## src/rtl/sdram_multi_arbiter.sv

```systemverilog
// Single-outstanding-transaction arbiter from N client channels onto one SDRAM controller port.
// Fixed priority (channel 0 highest) by default; define SDRAM_ARB_ROUND_ROBIN_EN for round-robin.
module sdram_multi_arbiter #(
   parameter int N_CH     = 3,
   parameter int ADDR_W   = 24,
   parameter int DATA_W   = 16,
   parameter int WAIT_CYC = 2,
   localparam int MASK_W  = DATA_W / 8,
   localparam int GW      = $clog2(N_CH)
) (
   input  logic                     clk_i,
   input  logic                     rst_ni,
   output logic                     sdram_cmd_valid,
   input  logic                     sdram_cmd_ready,
   output logic                     sdram_rd,
   output logic                     sdram_wr,
   output logic                     sdram_burst,
   output logic [ADDR_W-1:0]        sdram_addr_x16,
   output logic [DATA_W-1:0]        sdram_wdata,
   output logic [MASK_W-1:0]        sdram_wmask,
   input  logic                     sdram_resp_valid,
   input  logic                     sdram_resp_last,
   input  logic [DATA_W-1:0]        sdram_rdata,
   input  logic                     sdram_rdy,
   output logic                     sdram_ack,
   input  logic [N_CH-1:0]          ch_cmd_valid,
   output logic [N_CH-1:0]          ch_cmd_ready,
   input  logic [N_CH-1:0]          ch_rd,
   input  logic [N_CH-1:0]          ch_wr,
   input  logic [N_CH-1:0]          ch_burst,
   input  logic [N_CH*ADDR_W-1:0]   ch_addr_x16,
   input  logic [N_CH*DATA_W-1:0]   ch_wdata,
   input  logic [N_CH*MASK_W-1:0]   ch_wmask,
   output logic [N_CH-1:0]          ch_resp_valid,
   output logic [N_CH-1:0]          ch_resp_last,
   output logic [DATA_W-1:0]        ch_rdata,
   output logic [N_CH-1:0]          ch_rdy,
   input  logic [N_CH-1:0]          ch_ack,
   output logic [GW-1:0]            grant_o,
   output logic                     busy_o
);

   typedef enum logic {IDLE, BUSY} state_t;

   state_t          state_q, state_d;
   logic [GW-1:0]   owner_q, owner_d;
   logic [2:0]      wait_cnt_q, wait_cnt_d;
   logic [GW-1:0]   winner;
   logic [GW-1:0]   sel;
   logic            any_valid;
   logic            busy;
   logic            accept;
   logic            live;

`ifdef SDRAM_ARB_ROUND_ROBIN_EN
   logic [GW-1:0]   rr_ptr_q, rr_ptr_d;
   int              idx;

   // Scan downwards so the first valid channel at or after rr_ptr is the last one assigned.
   always_comb begin
      winner = '0;
      idx    = 0;
      for (int k = N_CH - 1; k >= 0; k--) begin
         idx = (int'(rr_ptr_q) + k) % N_CH;
         if (ch_cmd_valid[idx]) winner = GW'(idx);
      end
   end

   always_comb begin
      rr_ptr_d = rr_ptr_q;
      if (accept) rr_ptr_d = (winner == GW'(N_CH - 1)) ? '0 : winner + 1'b1;
   end

   always_ff @(posedge clk_i or negedge rst_ni) begin
      if (!rst_ni) rr_ptr_q <= '0;
      else         rr_ptr_q <= rr_ptr_d;
   end
`else
   always_comb begin
      winner = '0;
      for (int i = N_CH - 1; i >= 0; i--) begin
         if (ch_cmd_valid[i]) winner = GW'(i);
      end
   end
`endif

   assign any_valid = |ch_cmd_valid;
   assign busy      = (state_q == BUSY);
   assign accept    = !busy && any_valid && sdram_cmd_ready;

   always_comb begin
      state_d    = state_q;
      owner_d    = owner_q;
      wait_cnt_d = wait_cnt_q;
      case (state_q)
         IDLE: begin
            if (accept) begin
               owner_d    = winner;
               wait_cnt_d = 3'(WAIT_CYC);
               state_d    = BUSY;
            end
         end
         BUSY: begin
            if (wait_cnt_q != 3'd0) wait_cnt_d = wait_cnt_q - 3'd1;
            if (ch_ack[owner_q]) state_d = IDLE;
         end
         default: state_d = IDLE;
      endcase
   end

   always_ff @(posedge clk_i or negedge rst_ni) begin
      if (!rst_ni) begin
         state_q    <= IDLE;
         owner_q    <= '0;
         wait_cnt_q <= '0;
      end else begin
         state_q    <= state_d;
         owner_q    <= owner_d;
         wait_cnt_q <= wait_cnt_d;
      end
   end

   // Every output is forced low while reset is held, even though inputs may still toggle.
   always_comb begin
      sel             = busy ? owner_q : winner;
      live            = rst_ni && (busy || any_valid);
      sdram_cmd_valid = rst_ni && !busy && any_valid;
      sdram_rd        = live && ch_rd[sel];
      sdram_wr        = live && ch_wr[sel];
      sdram_burst     = live && ch_burst[sel];
      sdram_addr_x16  = live ? ch_addr_x16[int'(sel)*ADDR_W +: ADDR_W] : '0;
      sdram_wdata     = live ? ch_wdata[int'(sel)*DATA_W +: DATA_W] : '0;
      sdram_wmask     = live ? ch_wmask[int'(sel)*MASK_W +: MASK_W] : '0;
      ch_cmd_ready    = '0;
      ch_resp_valid   = '0;
      ch_resp_last    = '0;
      ch_rdy          = '0;
      sdram_ack       = 1'b0;
      if (sdram_cmd_valid) ch_cmd_ready[winner] = sdram_cmd_ready;
      if (rst_ni && busy) begin
         ch_resp_valid[owner_q] = sdram_resp_valid;
         ch_resp_last[owner_q]  = sdram_resp_last;
         ch_rdy[owner_q]        = sdram_rdy && (wait_cnt_q == 3'd0);
         sdram_ack              = ch_ack[owner_q];
      end
      ch_rdata = rst_ni ? sdram_rdata : '0;
      grant_o  = rst_ni ? owner_q : '0;
      busy_o   = rst_ni && busy;
   end

endmodule

```

## config.mk

```make
export PLATFORM = sky130hd
export DESIGN_NAME = sdram_multi_arbiter
export DESIGN_NICKNAME = d
export VERILOG_FILES = /design/src/rtl/sdram_multi_arbiter.sv
export SDC_FILE = /design/constraint.sdc
export NUM_CORES = 1
export LEC_CHECK = 0
export CORE_MARGIN = 2
export CORE_UTILIZATION = 37
export CTS_CLUSTER_SIZE = 12
export DETAILED_ROUTE_END_ITERATION = 8
export MAX_ROUTING_LAYER = met4
export PLACE_DENSITY = 0.8
export SLEW_MARGIN = 20
export SYNTH_ARGS = -nofsm -noshare
export SYNTH_HDL_FRONTEND = slang
export SYNTH_SLANG_ARGS = --single-unit
```

## constraint.sdc

```tcl
create_clock -name clk_i -period 2.6 [get_ports clk_i]
set_input_delay 0.52 -clock clk_i [delete_from_list [all_inputs] [get_ports clk_i]]
set_output_delay 0.52 -clock clk_i [all_outputs]
set_load 0.01 [all_outputs]
```

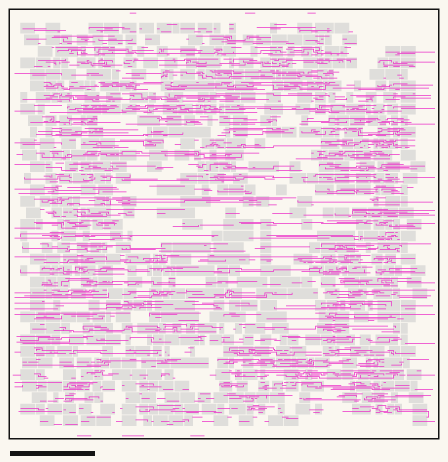
*Metal 1, run 1*
The bar under the picture is 20 um long.
The layer holds 41% of the routed length. The wires run mostly horizontal. The longest straight run is 43.7 um. 763 nets have wire on it.

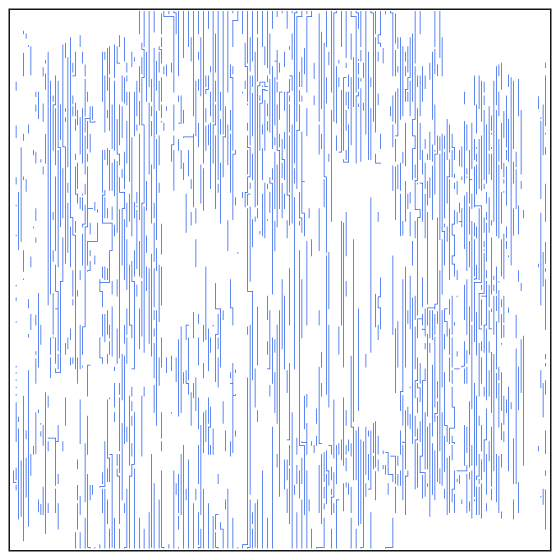
*Metal 2, run 1*
The wires run mostly vertical. The longest straight run is 47.3 um.

==> reports/qor.yml, run 1 <==
final_layout:
  antennaDiodeCount: 0
  finalNonFillerCells: 801
  nFillCells: 767
  lay_top_count: "clkdlybuf4s50_1"
clock_tree:
  cts_buffers: 3
  cts_hold_buf: 0
  cts.htree.levels: 1
  insertion_delay_ns: 0.23
  clk_pin_slew_ns: 0.04
min_path:
  hold_path_class: "register to register"
synthesis:
  synth-xor-area-share: 0
  synthSimpleGateAreaFrac: 0.5263
  synthFlopType: "dfrtp_1"
  synth.avg_cell_area_um2: 7.562
  postSynthSeqShare: 0.04326
  ys.flops: 6
  edf_count: 0
outcome:
  violations: "setup timing"
  status: "complete, but fails checks"
pwr:
  leakagePower_uw: 0.002498
floorplan:
  io_pins: 241
  fp-row-count: 35
placed_design:
  detailed_place_hpwl_um: 10710
route:
  drt_pass1_iterations: 5
setup_path:
  crit_family: "simple AND/OR/NAND/NOR gates"
  critical_path.cell_chain: "buf_12 > or4b_4 > buf_4 > buf_12 > nand3b_1 > a311oi_1 > buf_2"
  max_stage_delay_ns: 0.63
  slowest_stage: "or4b_4"
  critPathBufInv: 4
  cp.required_ns: 2.08
sta:
  setup_slack_ns: -0.03055
  final-hold-violation-count: 0
  finalSetupViolations: 5
grt:
  grt-ovfl-total: 0
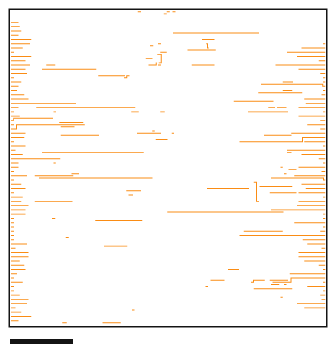
*Met3 routing, run 1*
The bar under the picture is 20 um long.
The longest straight run is 36.8 um. The layer holds 7.3% of the routed length.

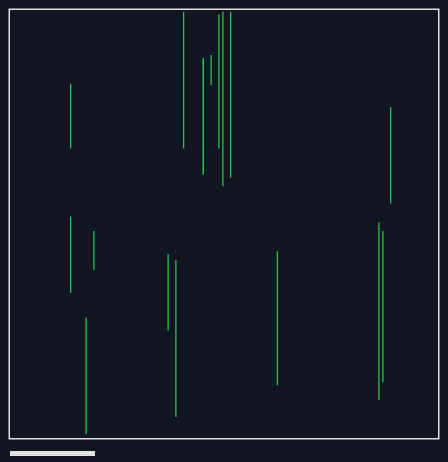
*Met4 routing, run 1*
The bar under the picture is 20 um long.
The layer holds 2.7% of the routed length. 16 nets have wire on it.

## run 1: cells by family (layout without fill, tap and decap cells)
| family | Yosys count | count (layout) |
|---|---|---|
| AOI/OAI and AO/OA | 144 | 144 |
| muxes | 2 | 2 |
| adders and majority gates | 2 | 2 |
| and+or+nand+nor | 231 | 231 |
| buffers and inverters | 74 | 305 |
| DFF | 6 | 6 |
## run 1: cell type report
class	instances	area (um^2)	share of cell area
Multi-Input combinational cell	379	3048	0.4882
Timing Repair Buffer	296	2841	0.4551
Sequential cell	6	151.4	0.02425
Inverter	5	18.77	0.003006
Tap cell	111	138.9	0.02224
Clock buffer	4	45.04	0.007214
## run 1: state kept, by name, summed over array words and instances, names as in the netlist
name        cells
wait_cnt_q      3
busy            1
owner_q         2
## run 1: layer usage
metal | up-vias | global-route usage | wire (um)
li1 | 2320 | - | -
met4 | 0 | 0.1117 | 430
met2 | 251 | 0.5215 | 7753
met1 | 2307 | 0.3494 | 6459
met3 | 34 | 0.02288 | 1148
met5 | - | - | 0
## run 1: power by group
part           switching, uW  internal [uW]  total (uW)
clock network           42.4            106         148
logic                   1710           1750        3460
registers               49.6            141         190
## run 1: per-stage QoR
step | utilization | instance area [um^2] | hold WS [ns]
5_1_grt | 0.6822 | 6243 | 0.5043
4_1_cts | 0.6900 | 6315 | 0.4800
2_1_floorplan | - | 3471 | 0.2244
3_5_place_dp | 0.6638 | 6076 | 0.4759
3_3_place_gp | 0.6638 | 6076 | 0.4587
6_report | 0.6822 | 6243 | 0.4807
## run 1: timing repair
item,4_1_cts,5_1_grt
cloned,7,3
resized,189,38
buffers inserted,10,7
endpoints found under the setup margin,60,51
pin swaps,25,18
==> run 1 -> run 2 <==
--- a/config.mk
+++ b/config.mk
@@ -9,6 +9,7 @@
 export CORE_UTILIZATION = 37
 export CTS_CLUSTER_SIZE = 12
 export DETAILED_ROUTE_END_ITERATION = 8
+export GPL_TIMING_DRIVEN = 0
 export MAX_ROUTING_LAYER = met4
 export PLACE_DENSITY = 0.8
 export SLEW_MARGIN = 20
==> run 2 against run 1 <==
  * The flow still finishes with violations (setup timing)
  * Non-clock buffer count up 19
  * Hold slack lost 0.31 ns
  * Count of clock-buffer cells in the layout shrank 1
  * Cell area grew 2.9%
  * Routed wire length rose by 3.7%
  * Clock skew decreased by 0.00075 ns
  * Die area unchanged
  * Critical path type unchanged
==> reports/qor.yml, run 2 <==
sta:
  setup_slack_ns: -0.01298
  finalSetupViolations: 1
  hold_ws_ns: 0.1674
synthesis:
  edf_count: 0
  synthFlopType: "dfrtp_1"
  synth.avg_cell_area_um2: 7.562
min_path:
  hold_path_class: "input pin to asynchronous set/reset pin"
final_layout:
  postLayoutCoreUtil: 0.7023
  finalNonFillerCells: 819
  finalInstanceArea_um2: 6427
  largest_reg_flops: 3
  antennaDiodeCount: 0
  lay_top_count: "clkdlybuf4s50_1"
setup_path:
  critical_path.cell_chain: "buf_2 > clkbuf_1 > and4b_1 > a211oi_2 > a311oi_2 > buf_2"
  crit_family: "buffers and inverters"
  slowest_stage: "dfrtp_1"
  max_stage_delay_ns: 0.42
floorplan:
  fp-row-count: 35
  io_pins: 241
grt:
  grt-ovfl-total: 0
clock_tree:
  insertion_delay_ns: 0.23
  cts_buffers: 3
placed_design:
  detailed_place_hpwl_um: 12160
outcome:
  status: "complete, but fails checks"
  violations: "setup timing"
route:
  drt_pass1_iterations: 4
[run 2: final cells by class]
cell class | count | area (um^2) | area share
Clock buffer | 3 | 41.29 | 0.006424
Multi-Input combinational cell | 379 | 3391 | 0.5275
Timing Repair Buffer | 246 | 2215 | 0.3446
Inverter | 5 | 18.77 | 0.002920
Buffer | 69 | 473.0 | 0.07358
Sequential cell | 6 | 150.1 | 0.02336
Tap cell | 111 | 138.9 | 0.02161
[run 2: kinds of logic after synthesis]
family	Yosys count	synth area share
AND-OR/OR-AND	144	0.3144
adder cells (fa/ha/maj)	2	0.007209
multiplexers	2	0.005768
buffers and inverters	74	0.1031
AND/OR/NAND/NOR	231	0.5263
flip-flops	6	0.04326
[run 2: metal layers]
metal / global-route usage / up-vias / routed length [um]
li1: - / 2354 / -
met1: 0.3796 / 2407 / 6715
met2: 0.5349 / 258 / 7967
met3: 0.03121 / 28 / 1359
met4: 0.07692 / 0 / 333
met5: - / - / 0
[run 2: worst min-delay path by stage]
stage / end / cells past startpoint
after floorplan: busy$_DFF_PN0_ / 0
after global placement: wait_cnt_q[0]$_DFFE_PN0P_ / 1
final: wait_cnt_q[2]$_DFFE_PN0P_ / 1
after CTS: owner_q[1]$_DFFE_PN0P_ / 1
after detailed placement: wait_cnt_q[0]$_DFFE_PN0P_ / 1
after global routing: owner_q[1]$_DFFE_PN0P_ / 1
[run 2: repair_timing]
action / 4_1_cts / 5_1_grt
pin swaps: 11 / 26
endpoints found under the hold margin: 0 / 0
hold buffers: 0 / 0
cloned: 0 / 1
setup endpoints to repair: 78 / 54
setup buffers: 7 / 0
gates resized: 194 / 153
[run 2: report_power, final]
part	total [uW]	internal (uW)	switching (uW)
logic	3700	1770	1930
registers	175	139	35.9
clock network	141	99.6	41.8
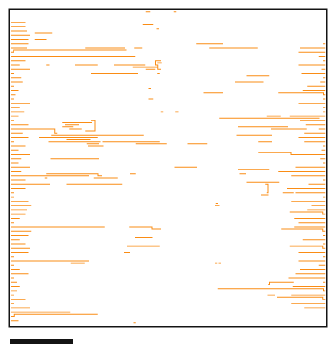
*Met3 routing, run 2*
The bar under the picture is 20 um long.
The layer holds 8.3% of the routed length. The longest straight run is 39.3 um. 185 nets have wire on it. The layer carries 1360 um of wire.

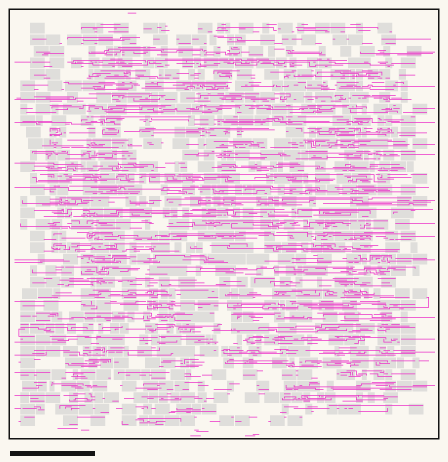
*Metal 1, run 2*
The bar under the picture is 20 um long.
The layer holds 41% of the routed length. The wires run mostly horizontal. The layer carries 6720 um of wire. 772 nets have wire on it. The longest straight run is 31.7 um.

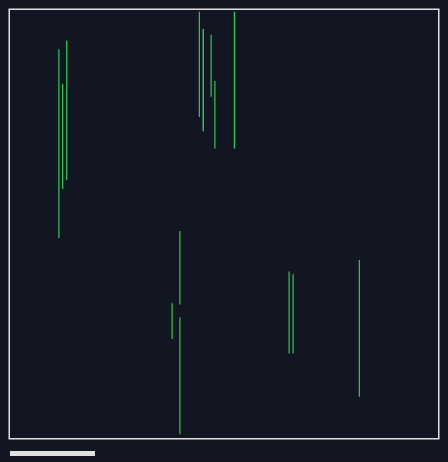
*Met4 routing, run 2*
The bar under the picture is 20 um long.
The layer holds 2.0% of the routed length. 13 nets have wire on it. The wires run mostly vertical. The layer carries 333 um of wire.

Power is estimated from default activity; no workload was simulated.
